==> src/rtl/sipo_deserializer_4bit.sv <==
// Serial-in, parallel-out deserializer: collects 4 serial bits per word (MSB- or LSB-first)
// and presents each word through a single-entry valid/ready output buffer.
module sipo_deserializer_4bit (
  input  logic       clk,
  input  logic       clear,
  input  logic       start,
  input  logic       abort,
  input  logic       msb_first,
  input  logic       serial_in,
  input  logic       bit_valid,
  output logic [3:0] word_out,
  output logic       word_valid,
  input  logic       word_ready,
  output logic       busy,
  output logic [1:0] bit_cnt,
  output logic       overrun
);

  typedef enum logic {IDLE = 1'b0, SHIFT = 1'b1} state_t;

  state_t     state, state_n;
  logic [3:0] shift_reg, shift_reg_n;
  logic [1:0] bit_cnt_n;
  logic [3:0] word_out_n;
  logic       word_valid_n;
  logic       overrun_n;
  logic       msb_lat, msb_lat_n;
  logic [3:0] assembled;
  logic       word_done;

  // State and datapath registers; clear returns everything to the idle, empty condition
  always_ff @(posedge clk or posedge clear) begin
    if (clear) begin
      state      <= IDLE;
      shift_reg  <= 4'b0000;
      bit_cnt    <= 2'b00;
      word_out   <= 4'b0000;
      word_valid <= 1'b0;
      overrun    <= 1'b0;
      msb_lat    <= 1'b1;
    end else begin
      state      <= state_n;
      shift_reg  <= shift_reg_n;
      bit_cnt    <= bit_cnt_n;
      word_out   <= word_out_n;
      word_valid <= word_valid_n;
      overrun    <= overrun_n;
      msb_lat    <= msb_lat_n;
    end
  end

  // Next-state logic: frame control, bit assembly, then the output buffer handshake
  always_comb begin
    state_n      = state;
    shift_reg_n  = shift_reg;
    bit_cnt_n    = bit_cnt;
    word_out_n   = word_out;
    word_valid_n = word_valid;
    overrun_n    = overrun;
    msb_lat_n    = msb_lat;
    word_done    = 1'b0;
    assembled    = msb_lat ? {shift_reg[2:0], serial_in} : {serial_in, shift_reg[3:1]};

    case (state)
      IDLE: begin
        if (start) begin
          state_n     = SHIFT;
          shift_reg_n = 4'b0000;
          bit_cnt_n   = 2'b00;
          msb_lat_n   = msb_first;
          overrun_n   = 1'b0;
        end
      end
      SHIFT: begin
        if (abort) begin
          state_n     = IDLE;
          shift_reg_n = 4'b0000;
          bit_cnt_n   = 2'b00;
        end else if (bit_valid) begin
          shift_reg_n = assembled;
          bit_cnt_n   = bit_cnt + 2'd1;
          word_done   = (bit_cnt == 2'd3);
        end
      end
      default: state_n = IDLE;
    endcase

    // A completing word either replaces a consumed/empty buffer or is dropped as an overrun
    if (word_done) begin
      if (!word_valid || word_ready) begin
        word_out_n   = assembled;
        word_valid_n = 1'b1;
      end else begin
        overrun_n = 1'b1;
      end
    end else if (word_valid && word_ready) begin
      word_valid_n = 1'b0;
    end
  end

  assign busy = (state == SHIFT);

endmodule

==> config.mk <==
export PLATFORM = sky130hd
export DESIGN_NAME = sipo_deserializer_4bit
export DESIGN_NICKNAME = d
export VERILOG_FILES = /design/src/rtl/sipo_deserializer_4bit.sv
export SDC_FILE = /design/constraint.sdc
export NUM_CORES = 1
export LEC_CHECK = 0
export ABC_AREA = 1
export CAP_MARGIN = 15
export CORE_MARGIN = 5
export CORE_UTILIZATION = 25
export DETAILED_ROUTE_END_ITERATION = 8
export PLACE_DENSITY = 0.44
export SLEW_MARGIN = 20
export SYNTH_ARGS = -nofsm -noshare
export SYNTH_HDL_FRONTEND = slang
export SYNTH_SLANG_ARGS = --single-unit
==> constraint.sdc <==
create_clock -name clk -period 1.1 [get_ports clk]
set_input_delay 0.165 -clock clk [delete_from_list [all_inputs] [get_ports clk]]
set_output_delay 0.165 -clock clk [all_outputs]
set_load 0.005 [all_outputs]
==> out/qor.yml, run 1 <==
flow_run:
  warnings: 28
  cap_violations: 0
power_and_ir_drop:
  power.group.top: "registers"
  p_int_mw: 1.02
  p_per_area_nw_per_um2: 1200
  powerComb_mw: 0.488
  swShare_pct: 30.8
  p_seq_mw: 0.615
  comb_power_share_pct: 33.0
  clock_power_mw: 0.374
  p_seq_share_pct: 41.6
  p_total_mw: 1.48
  clockPowerShare_pct: 25.3
  switchingPower_mw: 0.456
finish:
  sh_comb_area_pct: 32.3
  comb_cells: 74
  final_cells: 175
  seq_share_pct: 28.5
  layout_top_cell: "nand2_1"
  inverters: 11
  clock_buffers: 4
  mostFrequentLayoutCells: "nand2_1 (46), buf_4 (17), dfrtp_1 (13)"
  logic_area_um2: 399
  design_area_um2: 1230
  final-nonclk-buf-share_pct: 29.4
  syn2layout_area_growth_pct: 61.0
  nets: 152
  fillers: 313
  num_antenna_cells: 0
  area_share_clock_buf_inv_pct: 2.94
  buffers: 39
  drive_gt1_share_pct: 31.0
  dominant_cells: "combinational gates"
setup_path:
  criticalPathCategory: "flop to flop"
  critPathBufInv: 1
  r2r_end: "word_out[0]"
  crit_end: "word_out[0]"
  crit_fanout: 6
  arrival_ps: 1310
  slowest_stage: "dfrtp_1"
  startpoint: "bit_cnt[0]"
  r2r_cells: 7
  start_kind: "flop"
  cp_top_family: "simple AND/OR/NAND/NOR gates"
  cp.depth: 7
  reg2reg_from: "bit_cnt[0]"
  crit_path_cell_trace: "buf_6 > ha_4 > nand2_4 > nor2_8 > nand2_4 > nand2_1 > nand2_1"
  slowest_delay_ps: 380
  r2r_setup_slack_ps: -30
  cp_data_required_time_ps: 1280
  end_kind: "flop"
die:
  die_x_um: 65.4
  top_level_ports: 17
  die_area_um2: 4280
  rows: 20
  coreArea_um2: 3000
  fp-utilization_pct: 25.5
  die_y_um: 65.4
cts:
  cts_setup_buffers: 8
  cts.sinks: 14
  cts_buffers: 3
  root_buffer: "clkbuf_4"
  cts_hold_buf: 0
  post_cts_resized: 23
  cts_tree: "built"
  clk_pin_slew_ps: 90
  clockBufferDepth: 2
  clk_latency_ps: 280
  h-tree-depth: 1
synth:
  logic_family: "simple AND/OR/NAND/NOR gates"
  ys_sh_xor_pct: 0
  ys_chip_area_um2: 767
  most_common_cell: "nand2_1"
  top_area_share_pct: 42.4
  flop_cell: "dfrtp_1"
  ys_cells: 101
  netlist_area_um2: 767
  ys_sh_mux_pct: 0
  async_reset_ff_share_pct: 100
  adder_share_pct: 1.63
  top_area_cell: "dfrtp_1"
  syn-instance-count: 101
  synth_flops: 14
  yosys_warnings: 0
  synth_nets: 110
  yosys.cell_types.count: 17
  ys_top_cells_by_count: "nand2_1 (49), dfrtp_1 (13), nand3_1 (10), inv_1 (9), nor2_1 (6)"
  area_leaders: "dfrtp_1 (42%), nand2_1 (24%), nand3_1 (6.5%)"
  yosys.area_share.aoi_pct: 4.40
  edf_count: 0
  ys_sh_simple_pct: 40.6
grt:
  top_usage_layer: "met2"
  grt_antenna_before_repair: 0
  global_route.usage.met3_pct: 2.91
  grt_max_degree: 15
  grt_pass1_vias: 759
  gr-usage-met1_pct: 11.8
  grtUsageMet2_pct: 17.2
  grtUsageTotal_pct: 10.2
  grt_pass1_wl_um: 3330
routing:
  drc: 0
  vias_per_cell: 4.33
  wl_met1_um: 819
  antenna_left: 0
  route.met2.wl_um: 939
  initialDrtViolationCount: 7
  route.met3.wl_um: 99
  wl_per_cell_um: 10.7
  num_vias: 758
  first_pass_iters: 3
  wirelength_um: 1870
  top_layer: "met4"
placement:
  io_buffer_count: 16
  pre_cts_ws_ps: -186
  dp_hpwl_um: 1430
  gp_congestion: 0.717
  placed_area_um2: 1070
  dp.cells: 160
final_timing:
  setup_viol: 4
  max_slew.worst_pin.slew_ps: 193
  rsz0062_at_grt: "yes"
  timing.hold.ws_ps: 179
  post-route-min-period_ps: 1130
  fmax_ghz: 0.882
  hold_viol_final: 0
  finalCritPeriodShare_pct: 103
  skew_ps: 2.56
  final.setup.worst_slack_ps: -33.5
  maxSlewHeadroom_pct: 87.2
  tns_ps: -114
  slew_viol_final: 0
run_status:
  status: "complete, but fails checks"
  violations: "setup timing"
worst_hold_path:
  hold_path.class: "primary input to asynchronous set/reset pin"
Run 1, M1 wires:
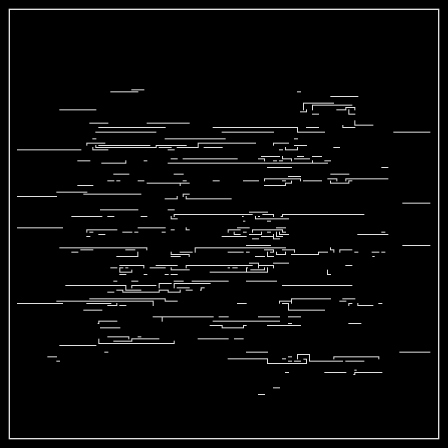
main direction: horizontal
longest straight run: 24.4 um
share of all routed wire: 44%

Run 1, M2 wires:
Bar = 20 um.
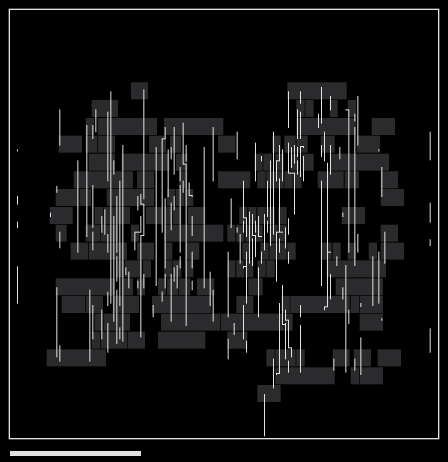
wire length on this layer: 939 um
share of all routed wire: 50%
main direction: vertical
longest straight run: 32.3 um
nets with wire on the layer: 120

Run 1, M3 wires:
Bar = 20 um.
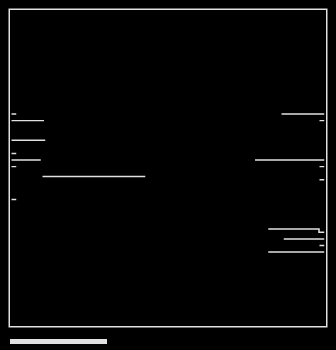
nets with wire on the layer: 16
longest straight run: 20.9 um
wire length on this layer: 99.1 um
share of all routed wire: 5.3%

==> run 2, diff against run 1 <==
Settings changed: DONT_BUFFER_PORTS set to 1, PLACE_DENSITY 0.44 to 0.37.
==> run 2 against run 1 <==
Against the previous run: the flow now finishes without violations; die area did not move; cell area fell by 25%; count of clock-buffer cells in the layout did not move; via count fell by 16%; clock skew fell by 1.1 ps; non-clock buffer count fell by 29; maximum frequency rose by 6.6%; synthesized cell count did not move; sequential share of layout area rose by 9.8 points; critical path type is now flop to output port; largest power group unchanged; highest routed layer is now met3.
==> out/qor.yml, run 2 <==
worst_hold_path:
  hold_path.class: "primary input to flop"
setup_path:
  startpoint: "busy"
  crit_fanout: 4
  arrival_ps: 900
  criticalPathCategory: "flop to output port"
  r2r_setup_slack_ps: 50
  r2r_end: "shift_reg[0]"
finish:
  sh_comb_area_pct: 40.4
  logic_area_um2: 373
  inverters: 11
  buffers: 10
  drive_gt1_share_pct: 24.8
  seq_share_pct: 38.3
  clock_buffers: 4
  nets: 123
  final-nonclk-buf-share_pct: 8.41
synth:
  logic_family: "simple AND/OR/NAND/NOR gates"
  adder_share_pct: 1.63
  syn-instance-count: 101
  synth_flops: 14
  netlist_area_um2: 767
  ys_chip_area_um2: 767
  ys_sh_xor_pct: 0
  ys_sh_simple_pct: 40.6
  yosys_warnings: 0
  area_leaders: "dfrtp_1 (42%), nand2_1 (24%), nand3_1 (6.5%)"
  most_common_cell: "nand2_1"
  ys_cells: 101
  edf_count: 0
  yosys.cell_types.count: 17
placement:
  io_buffer_count: 0
  dp.cells: 140
  pre_cts_ws_ps: 34.2
die:
  coreArea_um2: 3000
  die_area_um2: 4280
  die_y_um: 65.4
  die_x_um: 65.4
final_timing:
  finalCritPeriodShare_pct: 96.7
  max_slew.worst_pin.slew_ps: 593
  final.setup.worst_slack_ps: 36.5
  hold_viol_final: 0
  fmax_ghz: 0.940
  setup_viol: 0
  skew_ps: 1.45
  post-route-min-period_ps: 1060
  rsz0062_at_grt: "yes"
grt:
  grt_antenna_before_repair: 0
  global_route.usage.met3_pct: 4.96
  grt_pass1_vias: 632
  grtUsageMet2_pct: 14.2
  gr-usage-met1_pct: 10.6
  grt_pass1_wl_um: 2900
routing:
  num_vias: 635
  drc: 0
  wl_per_cell_um: 11.8
  antenna_left: 0
flow_run:
  warnings: 27
  cap_violations: 0
cts:
  cts_setup_buffers: 0
  clockBufferDepth: 2
  clk_latency_ps: 280
  clk_pin_slew_ps: 90
  root_buffer: "clkbuf_4"
power_and_ir_drop:
  powerComb_mw: 0.329
  power.group.top: "registers"
  p_int_mw: 0.911
  clock_power_mw: 0.381
  p_total_mw: 1.32
  comb_power_share_pct: 24.9
  p_seq_mw: 0.613
run_status:
  status: "complete, no violations"
Run 2, M2 wires:
Bar = 20 um.
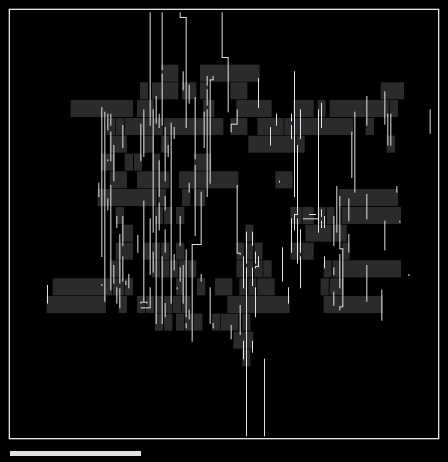
nets with wire on the layer: 91
longest straight run: 28.9 um
wire length on this layer: 766 um
main direction: vertical
share of all routed wire: 44%

Run 2, M3 wires:
Bar = 20 um.
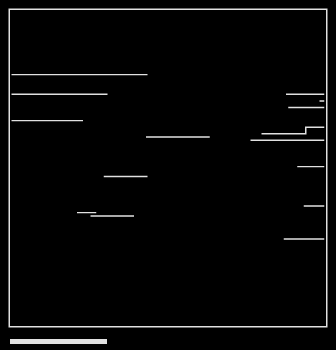
share of all routed wire: 9.1%
longest straight run: 27.8 um
main direction: horizontal
nets with wire on the layer: 14

==> run 3, diff against run 2 <==
Settings changed: SETUP_SLACK_MARGIN set to 0.05.
Run 3, M2 wires:
Bar = 20 um.
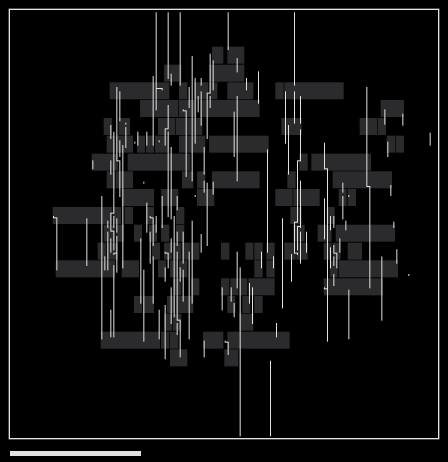
wire length on this layer: 799 um
main direction: vertical
longest straight run: 26.4 um
nets with wire on the layer: 91

Run 3, M3 wires:
Bar = 20 um.
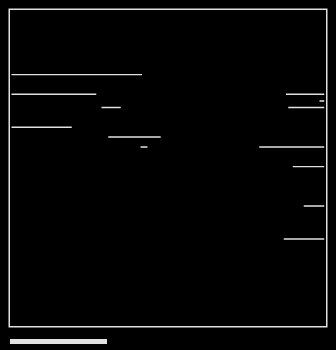
main direction: horizontal
longest straight run: 26.7 um

==> run 3 against run 2 <==
Against the previous run: hold slack worse by 13 ps; combinational power up 8.2%; sequential power increased by 2%; clock skew is 1.0 ps lower; first-iteration DRC count shrank 49%; via count grew 2.5%; cell count grew 1.4%; utilization increased by 1.2 points.
==> out/qor.yml, run 3 <==
routing:
  drc: 0
  num_vias: 651
  wl_per_cell_um: 11.8
  first_pass_iters: 4
  top_layer: "met4"
  wirelength_um: 1750
  wl_met1_um: 817
  route.met2.wl_um: 798
  vias_per_cell: 4.40
  antenna_left: 0
power_and_ir_drop:
  p_seq_share_pct: 45.9
  comb_power_share_pct: 26.2
  p_seq_mw: 0.623
  clock_power_mw: 0.378
  p_per_area_nw_per_um2: 1420
  p_total_mw: 1.36
  p_int_mw: 0.931
  powerComb_mw: 0.356
  switchingPower_mw: 0.426
  power.group.top: "registers"
placement:
  dp_hpwl_um: 1340
  dp.cells: 139
  io_buffer_count: 0
  gp_congestion: 0.778
grt:
  global_route.usage.met3_pct: 4.27
  grt_max_degree: 15
  grt_pass1_wl_um: 3000
  grt_antenna_before_repair: 0
  top_usage_layer: "met2"
  gr-usage-met1_pct: 11.4
  grt_pass1_vias: 644
setup_path:
  slowest_delay_ps: 610
  end_kind: "flop"
  crit_fanout: 5
  start_kind: "flop"
  critPathBufInv: 1
  crit_path_cell_trace: "buf_4 > nand2_1 > nand2_1 > nor2_1 > nand2_1 > nand2_1"
  cp.depth: 6
  arrival_ps: 1270
  reg2reg_from: "msb_lat"
  r2r_setup_slack_ps: 7
final_timing:
  skew_ps: 0.441
  final.setup.worst_slack_ps: 7.38
  tns_ps: 0
  post-route-min-period_ps: 1090
  fmax_ghz: 0.915
  timing.hold.ws_ps: 9.83
  max_slew.worst_pin.slew_ps: 299
  setup_viol: 0
  rsz0062_at_grt: "yes"
finish:
  seq_share_pct: 36.9
  buffers: 12
  clock_buffers: 4
  fillers: 346
  final-nonclk-buf-share_pct: 10.5
  area_share_clock_buf_inv_pct: 3.79
  design_area_um2: 957
  num_antenna_cells: 0
  nets: 125
  comb_cells: 74
  syn2layout_area_growth_pct: 24.8
  mostFrequentLayoutCells: "nand2_1 (45), dfrtp_1 (12), nand3_1 (10)"
  sh_comb_area_pct: 40.0
  final_cells: 148
  layout_top_cell: "nand2_1"
  logic_area_um2: 383
synth:
  adder_share_pct: 1.63
  ys_sh_mux_pct: 0
  top_area_cell: "dfrtp_1"
  ys_chip_area_um2: 767
  yosys_warnings: 0
  synth_nets: 110
  synth_flops: 14
  edf_count: 0
  yosys.cell_types.count: 17
  logic_family: "simple AND/OR/NAND/NOR gates"
  syn-instance-count: 101
  ys_top_cells_by_count: "nand2_1 (49), dfrtp_1 (13), nand3_1 (10), inv_1 (9), nor2_1 (6)"
  async_reset_ff_share_pct: 100
  ys_sh_xor_pct: 0
  top_area_share_pct: 42.4
  most_common_cell: "nand2_1"
  yosys.area_share.aoi_pct: 4.40
  flop_cell: "dfrtp_1"
die:
  coreArea_um2: 3000
  rows: 20
  top_level_ports: 17
  die_x_um: 65.4
flow_run:
  cap_violations: 0
  warnings: 28
cts:
  cts_tree: "built"
  cts_hold_buf: 1
  cts_setup_buffers: 3
  h-tree-depth: 1
  post_cts_resized: 3
  clockBufferDepth: 2
  clk_pin_slew_ps: 90
run_status:
  status: "complete, no violations"
Power is estimated from default activity; no workload was simulated.
